Figure 1. Wiring by layer (run 1).
Scale bar: 20 um.
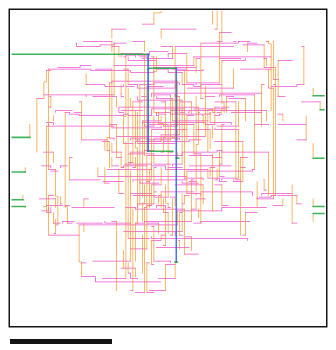
Figure 2. Routing congestion map (run 1).
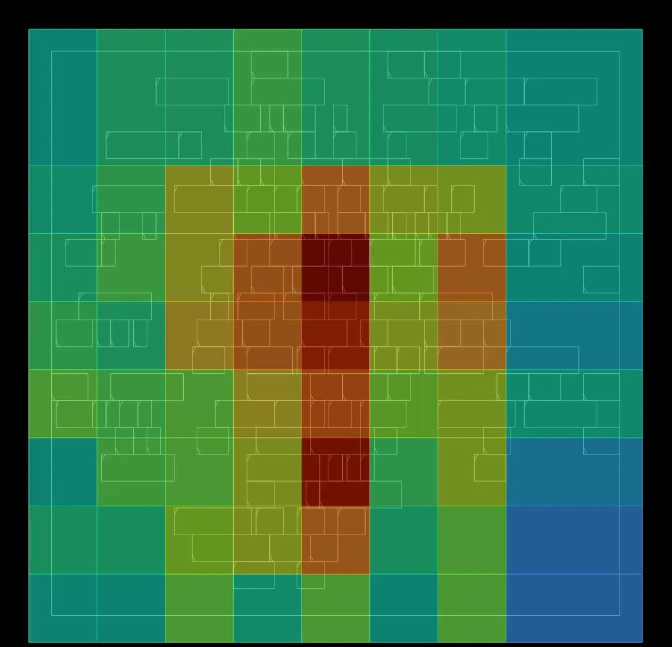
Figure 3. Signal metal coverage by tile (run 1).
Scale bar: 20 um. The die is cut into 12 by 12 equal tiles; dark blue is low, red is high, scaled to the fullest tile. Values are wire area over tile area, all layers added.
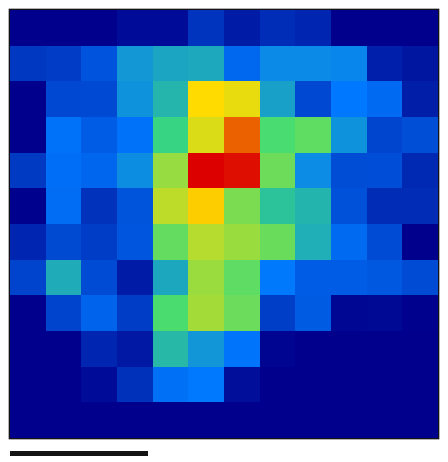
Figure 4. Sequential cells coloured by netlist name (run 1).
Scale bar: 20 um. Other sequential cells in the stronger grey, the rest of the logic in the fainter grey.
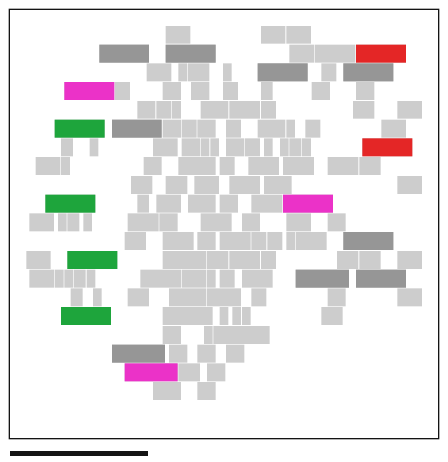
File: src/rtl/mult_factorizer.sv
// ============================================================================
// Module      : mult_factorizer
// Description : Exhaustive sequential inverse of a WxW->2W unsigned multiplier;
//               tests one candidate pair (ca <= cb) per clock.
// Revision    : 1.0 - initial release
// ============================================================================
`default_nettype none

module mult_factorizer #(
    parameter int W            = 2,
    parameter int SKIP_TRIVIAL = 1
) (
    input  logic           clk,
    input  logic           rst,
    input  logic           start,
    input  logic [2*W-1:0] n,
    output logic           busy,
    output logic           done,
    output logic           found,
    output logic [W-1:0]   a,
    output logic [W-1:0]   b
);

    // One spare counter bit lets MIN=2 exist even when W=1.
    localparam logic [W:0] c_min   = (W+1)'((SKIP_TRIVIAL != 0) ? 2 : 0);
    localparam logic [W:0] c_max   = (W+1)'((1 << W) - 1);
    localparam logic [W:0] c_one   = (W+1)'(1);
    localparam bit         c_empty = (SKIP_TRIVIAL != 0) && (W == 1);

    typedef enum logic [0:0] {
        S_IDLE   = 1'b0,
        S_SEARCH = 1'b1
    } state_t;

    state_t         r_state;
    logic [2*W-1:0] r_n;
    logic [W:0]     r_ca;
    logic [W:0]     r_cb;

    logic [2*W+1:0] w_prod;
    logic           w_hit;
    logic           w_last;

    assign w_prod = r_ca * r_cb;
    assign w_hit  = (w_prod == {2'b00, r_n});
    assign w_last = (r_ca == c_max) && (r_cb == c_max);

    always_ff @(posedge clk) begin
        if (rst) begin
            r_state <= S_IDLE;
            r_n     <= '0;
            r_ca    <= '0;
            r_cb    <= '0;
            busy    <= 1'b0;
            done    <= 1'b0;
            found   <= 1'b0;
            a       <= '0;
            b       <= '0;
        end else begin
            case (r_state)
                S_IDLE: begin
                    done <= 1'b0;
                    if (start) begin
                        r_n     <= n;
                        r_ca    <= c_min;
                        r_cb    <= c_min;
                        found   <= 1'b0;
                        a       <= '0;
                        b       <= '0;
                        busy    <= 1'b1;
                        r_state <= S_SEARCH;
                    end
                end
                S_SEARCH: begin
                    if (!c_empty && w_hit) begin
                        a       <= r_ca[W-1:0];
                        b       <= r_cb[W-1:0];
                        found   <= 1'b1;
                        done    <= 1'b1;
                        busy    <= 1'b0;
                        r_state <= S_IDLE;
                    end else if (c_empty || w_last) begin
                        a       <= '0;
                        b       <= '0;
                        found   <= 1'b0;
                        done    <= 1'b1;
                        busy    <= 1'b0;
                        r_state <= S_IDLE;
                    end else if (r_cb != c_max) begin
                        r_cb <= r_cb + c_one;
                    end else begin
                        // Inner index restarts at the new outer index so a <= b.
                        r_ca <= r_ca + c_one;
                        r_cb <= r_ca + c_one;
                    end
                end
                default: r_state <= S_IDLE;
            endcase
        end
    end

endmodule

`default_nettype wire
File: config.mk
export PLATFORM = sky130hd
export DESIGN_NAME = mult_factorizer
export DESIGN_NICKNAME = d
export VERILOG_FILES = /design/src/rtl/mult_factorizer.sv
export SDC_FILE = /design/constraint.sdc
export NUM_CORES = 1
export LEC_CHECK = 0
export CORE_MARGIN = 2
export CORE_UTILIZATION = 30
export CTS_CLUSTER_DIAMETER = 200
export DETAILED_ROUTE_END_ITERATION = 10
export PLACE_DENSITY_LB_ADDON = 0.15
export SLEW_MARGIN = 25
export SYNTH_ARGS = -nofsm -noshare
export SYNTH_HDL_FRONTEND = slang
export SYNTH_SLANG_ARGS = --single-unit
File: constraint.sdc
create_clock -name clk -period 2.6 [get_ports clk]
set_input_delay 0.65 -clock clk [delete_from_list [all_inputs] [get_ports clk]]
set_output_delay 0.65 -clock clk [all_outputs]
set_load 0.01 [all_outputs]
==> run_results.csv, run 1 <==
group,metric,value,unit
outcome,status,"complete, but fails checks",
outcome,failed_checks,"negative setup slack",
placement,place_ws,-0.232,ns
finish,nonClockInverterCount,5,
final_timing,final_report_setup_violation_count,11,
clock_network,cts_htree_levels,1,
power_and_ir_drop,p_leak,0.645,nW
finish,area_delta_synth_final,43.5,%
finish,fillerInstances,333,
final_timing,setup_repair_after_global_routing_missed_its_margin,"true",
clock_network,number_of_buffers_on_the_longest_clock_path,2,
final_timing,timing.hold.ws,0.473,ns
critical_path,required_time_at_the_worst_slack_endpoint,2.81,ns
yosys,syn_area,1010,um^2
power_and_ir_drop,total_power,0.628,mW
yosys,yosysWarningCount,0,
yosys,ys.flops,18,
yosys,ys_top_cells_by_area,"dfxtp_1 36%, ha_1 9.9%, nand2_1 5.6%",
yosys,floorplan.nets,128,
drt,route.antenna.remaining_nets,0,
drt,iteration_0_drc_count_of_the_detailed_router,12,
clock_network,numCtsBuffers,3,
final_timing,finalWorstSetupSlack,-0.205,ns
placement,placement.cell_area,1320,um^2
critical_path,critical-path-max-stage-delay,0.55,ns
final_timing,fin_worst_skew,0.00155,ns
finish,combinational_fraction_of_the_cell_area,48.7,%
yosys,cells_after_synthesis,111,
clock_network,cts.clk_slew.worst_paths,0.11,ns
finish,multi_input_comb_area,707,um^2
yosys,syn-mean-instance-area,9.12,um^2
clock_network,clock_tree.root_cell,"clkbuf_4",
critical_path,timing.critical_path.from_type,"flip-flop",
min_path,hold_path.class,"flip-flop to flip-flop",
critical_path,top_delay_family_on_crit_path,"adder cells",
clock_network,clk_latency,0.31,ns
job,timing.max_cap.violations,0,
final_timing,worst-slew-pin-transition,0.481,ns
finish,non_clock_buffer_area_share,18.5,%
min_path,holdPathStages,1,
global_routing,grt_start_max_net_pins,11,
clock_network,number_of_sinks_on_the_clock_net,18,
yosys,synth-seq-area-share,35.6,%
yosys,synth.largest_area_cell,"dfxtp_1",
final_timing,timing.fmax,357,MHz
critical_path,worstSetupPathType,"flip-flop to flip-flop",
final_timing,period_used_share,108,%
clock_network,hold_buffers,0,
global_routing,grt_pass1_vias,822,
final_timing,report.final.slew_viol_count,0,
critical_path,crit_path_cell_trace,"and2_4 > fa_1 > ha_2 > inv_2 > fa_2 > xnor2_2 > nor2_4 > a31oi_2 > or4b_1 > o31ai_1",
power_and_ir_drop,power.share.switching,28.5,%
About Figure 1:
met4 -> blue  # wire length 57.1 um
met1 -> magenta  # wire length 1160 um
met3 -> green  # wire length 57.0 um
met2 -> orange  # wire length 1220 um

About Figure 2:
met1 track utilization from global routing: 18.7%
average wire per standard cell: 13.2 um
total global routing track utilization: 14.4%
post-layout util: 44.2%

About Figure 3:
nearly empty tiles = 28%
emptiest ninth of the die = lower right
densest ninth of the die = centre
tiles over half the peak = 15%
mean over tiles = 0.10
vias after detailed routing: 896
wirelength, routed: 2.49 mm

About Figure 4:
r_cb -> magenta  # placed flops 3
r_n -> green  # placed flops 4, where middle left
b -> red  # placed flops 2
not coloured = 9
fraction of standard cell area that is sequential: 25.1%
Sequential Area: 364 um^2
Seq group: 0.302 mW

==> run 1: sequential cells by signal (all words and copies together), names as in the netlist <==
name	cells
r_ca	3
a	2
r_state	1
b	2
r_cb	3
busy	1
found	1
r_n	4
done	1
==> run 1: logic make-up (layout without fill, tap and decap cells) <==
logic type | count (synthesis) | after routing | share of synthesized area, %
flip-flops | 18 | 18 | 35.6
buffers and inverters | 8 | 39 | 2.97
adder cells (fa/ha/maj) | 10 | 10 | 13.8
AND-OR/OR-AND | 23 | 23 | 17.6
XOR/XNOR | 3 | 3 | 2.60
multiplexers | 3 | 3 | 3.09
AND/OR/NAND/NOR | 46 | 46 | 24.3
==> run 1: metal layers <==
layer  GRT usage (%)  share of wire, %  vias to the layer above
li1                -                 -                      456
met1            18.7                47                      422
met2            22.0                49                       13
met3            3.11               2.3                        5
met4            8.21               2.3                        0
met5               0                 0                        -
==> run 1: final timing paths <==
check          start  endpoint  slack, ns
max          r_cb[2]   r_ca[0]      -0.20
max reg2reg  r_cb[2]   r_ca[0]      -0.20
min reg2reg    found     found       0.47
min            found     found       0.47
==> run 1: repair_timing <==
item,in CTS,in global routing
endpoints found under the setup margin,14,14
resized,5,16
setup buffers,1,1
pin swaps,3,9
==> run 1: cells in the mapped netlist <==
cell and count:
dfxtp_1 18, nand2_1 15, ha_1 8, and2_1 7
a21oi_1 6, nor2_1 6, inv_1 5, a22o_1 4
nand2b_1 4, a31o_2 3, clkbuf_1 3, nand3_1 3
nor2b_1 3, a211oi_1 2, and2_2 2, fa_1 2
mux2i_1 2, nand3b_1 2, xor2_1 2, a211oi_2 1
a21o_1 1, a21o_2 1, a31oi_1 1, a41o_1 1
mux2_2 1, nor3b_2 1, nor4_1 1, o211a_1 1
o31ai_1 1, o32ai_1 1, or2_2 1, or4b_1 1
xnor2_1 1
==> inputs of run 2 (changes only) <==
--- a/config.mk
+++ b/config.mk
@@ -9,7 +9,9 @@
 export CORE_UTILIZATION = 30
 export CTS_CLUSTER_DIAMETER = 200
 export DETAILED_ROUTE_END_ITERATION = 10
+export GPL_TIMING_DRIVEN = 0
 export PLACE_DENSITY_LB_ADDON = 0.15
+export RECOVER_POWER = 25
 export SLEW_MARGIN = 25
 export SYNTH_ARGS = -nofsm -noshare
 export SYNTH_HDL_FRONTEND = slang
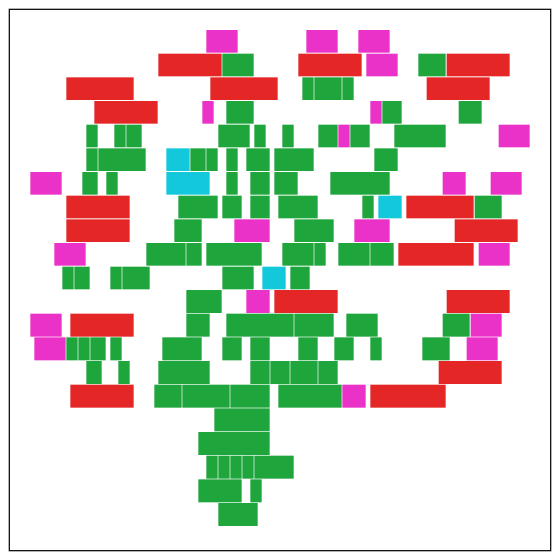
Figure 5: run 2, cells coloured by class.
all other logic -> green  # cells 90
clock drivers and dummy loads -> cyan  # cells 4
flip-flops -> red  # cells 18
other buffers and delay cells -> magenta  # cells 21
Rows: 21
post-route cell area: 1390 um^2
standard cell core area: 3280 um^2
fraction of standard cell area that is sequential: 26.7%
post-layout util: 42.4%

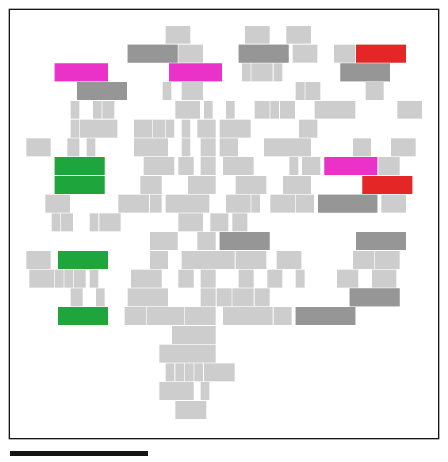
Figure 6: run 2, sequential cells coloured by netlist name.
Scale bar: 20 um. Other sequential cells in the stronger grey, the rest of the logic in the fainter grey.
b -> red  # placed flops 2
r_n -> green  # placed flops 4, where middle left
r_cb -> magenta  # placed flops 3
not coloured = 9

==> run 2 against run 1 <==
The run still ends with negative setup slack left. Utilization down 1.9 points. First-iteration DRC count up 120%. Final area down 4.2%. Final cell count down 4.8%. Critical path depth unchanged. Register-to-register slack better by 0.02 ns. Critical endpoint unchanged. Highest routed layer unchanged.
==> run_results.csv, run 2 <==
group,metric,value,unit
yosys,syn_area,1010,um^2
critical_path,worstReg2RegEnd,"r_ca[0]",
final_timing,worst-slew-pin-transition,0.541,ns
critical_path,critical-path-max-stage-delay,0.55,ns
clock_network,numCtsBuffers,3,
critical_path,crit_path_cell_trace,"and2_4 > fa_1 > ha_2 > inv_2 > fa_2 > xnor2_2 > nor2_4 > a31oi_4 > or4b_1 > o31ai_1",
critical_path,crit_end,"r_ca[0]",
final_timing,period_used_share,107,%
finish,reg_top3,"r_n: 4 flops, r_ca: 3 flops, r_cb: 3 flops",
clock_network,clock_tree.root_cell,"clkbuf_4",
final_timing,timing.hold.ws,0.471,ns
yosys,synth-seq-area-share,35.6,%
global_routing,grt.met1_usage,17.8,%
yosys,ys_sh_xor,2.60,%
outcome,status,"complete, but fails checks",
yosys,synth.most_common_cell,"dfxtp_1",
critical_path,critical_register_to_register_path_startpoint,"r_ca[0]",
final_timing,setup_repair_after_global_routing_missed_its_margin,"true",
final_timing,finalWorstSetupSlack,-0.189,ns
yosys,yosysWarningCount,0,
critical_path,top_delay_family_on_crit_path,"adder cells",
global_routing,met3_routing_resource_usage_after_global_routing,4.97,%
drt,iteration_0_drc_count_of_the_detailed_router,26,
clock_network,cts_htree_levels,1,
power_and_ir_drop,p_leak,0.599,nW
drt,m1WireLength,1.03,mm
yosys,yosys-dominant-comb-family,"simple AND/OR/NAND/NOR gates",
yosys,adder_share,13.8,%
critical_path,timing.critical_path.depth,10,
finish,largest_reg_flops,4,
drt,route.met3.wl,94,um
drt,highest-signal-layer,"met4",
power_and_ir_drop,power.share.switching,27.6,%
yosys,synthFlopType,"dfxtp_1",
yosys,synth_simple_gate_area_share,24.4,%
global_routing,grt_busiest_layer,"met2",
finish,register_containing_the_most_flip_flops_in_the_final_layout,"r_n",
critical_path,worstSetupPathType,"flip-flop to flip-flop",
critical_path,required_time_at_the_worst_slack_endpoint,2.82,ns
global_routing,groute.usage.overall,14.7,%
global_routing,grt.met2_usage,24.6,%
yosys,synth-compound-area-share,17.6,%
yosys,syn-mean-instance-area,9.12,um^2
yosys,post_synth_mux_area_share,3.09,%
job,timing.max_cap.violations,0,
global_routing,grt_pass1_vias,871,
yosys,cells_after_synthesis,111,
drt,route.antenna.remaining_nets,0,
global_routing,grt_start_max_net_pins,11,
yosys,synth.largest_area_cell,"dfxtp_1",
drt,wl_met2,1.15,mm
yosys,ys_top_cells_by_area,"dfxtp_1 36%, ha_1 9.9%, nand2_1 5.6%",
critical_path,timing.critical_path.from_type,"flip-flop",
final_timing,final_report_setup_violation_count,13,
drt,detail_route.wirelength,2.31,mm
outcome,failed_checks,"negative setup slack",
yosys,list_of_most_frequent_post_synthesis_cells,"18 x dfxtp_1, 15 x nand2_1, 8 x ha_1, 7 x and2_1",
final_timing,report.final.slew_viol_count,0,
yosys,synth-edff-count,0,
final_timing,timing.fmax,359,MHz
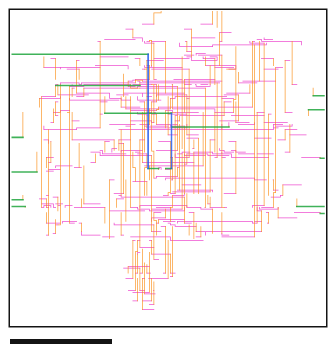
Figure 7: run 2, wiring by layer.
Scale bar: 20 um.
met2 -> orange  # wire length 1150 um
met1 -> magenta  # wire length 1030 um
met3 -> green  # wire length 94.3 um
met4 -> blue  # wire length 33.3 um
vias after detailed routing: 864
average wire per standard cell: 12.9 um

==> run 2: cell counts after synthesis <==
Identical to the previous run, type by type.
==> run 2: repair_timing <==
action | 4_1_cts | 5_1_grt
hold buffers | 0 | 0
setup endpoints to repair | 14 | 14
pin swaps | 11 | 4
buffers inserted | 5 | 1
gates resized | 23 | 1
==> run 2: logic make-up after synthesis <==
logic type / Yosys count
DFF: 18
xor gates and xnor gates: 3
AOI/OAI and AO/OA: 23
adders and majority gates: 10
muxes: 3
and+or+nand+nor: 46
buffers and inverters: 8
==> run 2: metrics by stage <==
| step | cell area (um^2) | cells | power [mW] |
|---|---|---|---|
| floorplan | 1030 | 111 | 0.368 |
| global placement | 1220 | 170 | 0.409 |
| detailed placement | 1220 | 170 | 0.409 |
| CTS | 1390 | 179 | 0.608 |
| global route | 1390 | 179 | 0.636 |
| finish | 1390 | 179 | 0.598 |
==> run 2: final cells by class <==
class                   count  area, um^2
fillers                   330        1890
multi-input cells          85         721
flip-flops and latches     18         372
repair buffers             18         175
well taps                  46        57.6
clock buffers               4        36.3
inverters                   5        18.8
plain buffers               3        11.3
==> run 2: how the worst min path moves through the flow <==
stage,slack (ns),from,end
2_1_floorplan,0.45,r_n[1],r_n[1]
3_3_place_gp,0.44,found,found
3_5_place_dp,0.45,found,found
4_1_cts,0.48,r_n[2],r_n[2]
5_1_grt,0.50,found,found
6_report,0.47,found,found
==> run 2: power by group through the flow <==
stage,Sequential (mW),Clock (mW),Combinational (mW)
floorplan,0.308,0,0.0600
global placement,0.310,0,0.0992
detailed placement,0.310,0,0.0996
CTS,0.303,0.185,0.119
global route,0.305,0.199,0.132
finish,0.303,0.176,0.120
==> inputs of run 3 (changes only) <==
--- a/config.mk
+++ b/config.mk
@@ -10,7 +10,6 @@
 export CTS_CLUSTER_DIAMETER = 200
 export DETAILED_ROUTE_END_ITERATION = 10
 export GPL_TIMING_DRIVEN = 0
-export PLACE_DENSITY_LB_ADDON = 0.15
 export RECOVER_POWER = 25
 export SLEW_MARGIN = 25
 export SYNTH_ARGS = -nofsm -noshare
==> constraint.sdc (replaced) <==
create_clock -name clk -period 2.6 [get_ports clk]
set_input_delay 0.65 -clock clk [delete_from_list [all_inputs] [get_ports clk]]
set_output_delay 0.65 -clock clk [all_outputs]
set_load 0.1 [all_outputs]
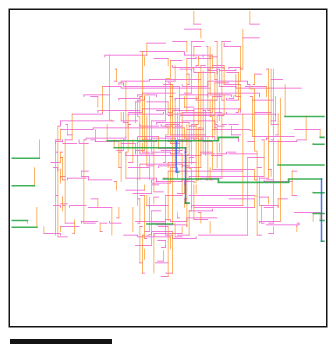
Figure 8: run 3, wiring by layer.
Scale bar: 20 um.
met2 -> orange  # wire length 1120 um
met3 -> green  # wire length 121 um
met1 -> magenta  # wire length 983 um
met4 -> blue  # wire length 29.2 um

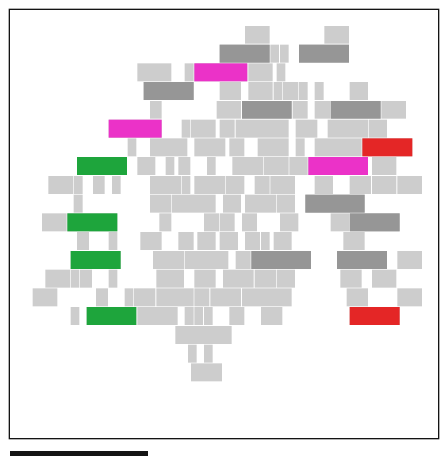
Figure 9: run 3, sequential cells coloured by netlist name.
Scale bar: 20 um. Other sequential cells in the stronger grey, the rest of the logic in the fainter grey.
r_n -> green  # placed flops 4, where middle left
b -> red  # placed flops 2
r_cb -> magenta  # placed flops 3
not coloured = 9

==> run 3 against run 2 <==
The flow still finishes with violations (negative setup slack). Hold slack gained 0.00058 ns. Sequential cell count did not move. Critical endpoint unchanged. Clock-buffer cell count unchanged. Setup slack got worse by 0.073 ns. Global-route usage is 1.7 points lower. Utilization down 0.15 points. Sequential share of layout area rose by 0.28 points. Die area unchanged. Routed wire length down 2.5%. Largest power group unchanged.
==> run_results.csv, run 3 <==
group,metric,value,unit
critical_path,critical_register_to_register_path_startpoint,"r_cb[1]",
global_routing,met3_routing_resource_usage_after_global_routing,4.97,%
final_timing,setup_repair_after_global_routing_missed_its_margin,"true",
finish,n_sequential_cell,18,
yosys,synth.largest_area_cell,"dfxtp_1",
die,n_tap_cell,46,
finish,nonClockInverterCount,5,
critical_path,worstSetupPathType,"flip-flop to flip-flop",
global_routing,grt_start_max_net_pins,11,
finish,non_clock_buffer_area_share,12.9,%
final_timing,timing.hold.ws,0.472,ns
finish,fillerInstances,328,
final_timing,worst-slew-pin-transition,0.964,ns
finish,biggestCellCategory,"multi-input combinational cells",
finish,multi_input_comb_area,721,um^2
finish,largest_reg_flops,4,
drt,iteration_0_drc_count_of_the_detailed_router,26,
finish,num-multi-input-gates,85,
finish,register_containing_the_most_flip_flops_in_the_final_layout,"r_n",
outcome,status,"complete, but fails checks",
final_timing,timing.fmax,349,MHz
global_routing,grt.met1_usage,14.1,%
yosys,syn_area,1010,um^2
yosys,synthFlopType,"dfxtp_1",
yosys,ys_top_cells_by_area,"dfxtp_1 36%, ha_1 9.9%, nand2_1 5.6%",
global_routing,grt_pass1_vias,888,
global_routing,groute.usage.overall,13.0,%
final_timing,report.final.slew_viol_count,0,
finish,reg_top3,"r_n: 4 flops, r_ca: 3 flops, r_cb: 3 flops",
finish,layoutNonFillerInstCount,179,
finish,n_all_buffers,21,
yosys,yosysWarningCount,0,
die,fp-row-count,21,
die,floorplan.core_area,3280,um^2
clock_network,numCtsBuffers,3,
finish,combinational_fraction_of_the_cell_area,52.0,%
finish,clkbuf_count,4,
drt,routed_wire_length_per_instance,12.6,um
yosys,synth-edff-count,0,
yosys,synth-seq-area-share,35.6,%
yosys,list_of_most_frequent_post_synthesis_cells,"18 x dfxtp_1, 15 x nand2_1, 8 x ha_1, 7 x and2_1",
final_timing,period_used_share,110,%
clock_network,cts_htree_levels,1,
yosys,syn-mean-instance-area,9.12,um^2
outcome,failed_checks,"negative setup slack",
clock_network,clock_tree.root_cell,"clkbuf_4",
yosys,cells_after_synthesis,111,
final_timing,final_report_setup_violation_count,11,
critical_path,crit_end,"r_ca[0]",
placement,placed_cells_incl_taps,170,
min_path,worstHoldStart,"r_n[2]",
final_timing,finalWorstSetupSlack,-0.262,ns
power_and_ir_drop,p_leak,0.599,nW
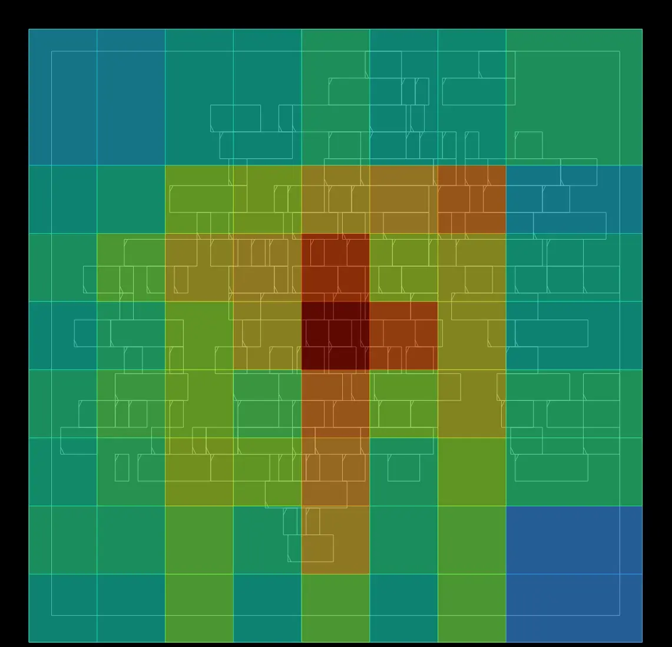
Figure 10: run 3, routing congestion map.
met2 layer usage reported by global route: 23.2%
Most Used Layer, Global Route: met2

run 3: stage by stage:
step / instance area [um^2] / setup WS [ns] / total power, mW / utilization, % / TNS, ns
2_1_floorplan: 1030 / -0.0833 / 0.405 / - / -0.372
3_3_place_gp: 1220 / -0.301 / 0.442 / 37.0 / -2.70
3_5_place_dp: 1220 / -0.310 / 0.445 / 37.0 / -2.90
4_1_cts: 1320 / -0.234 / 0.627 / 40.1 / -2.18
5_1_grt: 1390 / -0.379 / 0.664 / 42.2 / -3.05
6_report: 1390 / -0.262 / 0.634 / 42.2 / -1.76
run 3: how the worst min path moves through the flow:
stage	end	slack, ns	depth (start not counted)
finish	r_n[2]	0.47	2
global route	r_n[1]	0.50	2
CTS	r_n[2]	0.47	2
detailed placement	found	0.45	1
global placement	found	0.44	1
floorplan	r_n[1]	0.45	2
run 3: repair_timing:
action	in CTS	in global routing
buffers inserted	2	3
resized	13	11
endpoints found under the setup margin	14	14
hold buffers	0	0
pin swaps	5	7
run 3: routing by layer:
metal	routed length, um	share of wire, %	vias up
met5	0	0	-
met4	29	1.3	0
met3	121	5.4	6
met2	1120	50	19
met1	982	44	418
li1	-	-	433
run 3: logic make-up after synthesis:
logic type      synth area share, %
compound gates                 17.6
mux                            3.09
flops                          35.6
simple gates                   24.3
fa+ha+maj                      13.8
xor+xnor                       2.60
buf+inv                        2.97
run 3: report_power, final:
group          total (mW)  switching, mW  internal [mW]
Sequential          0.302         0.0125          0.290
Clock               0.173         0.0879         0.0855
Combinational       0.158         0.0997         0.0583
run 3: critical path, cell delays in order (launching register included):
cell,delay [ns]
dfxtp_4,0.39
and2_4,0.14
fa_1,0.55
ha_2,0.19
inv_2,0.04
fa_2,0.55
xnor2_2,0.08
nor2_4,0.13
a31oi_2,0.11
or4b_1,0.52
o31ai_1,0.07
Power and IR drop assume default switching activity.
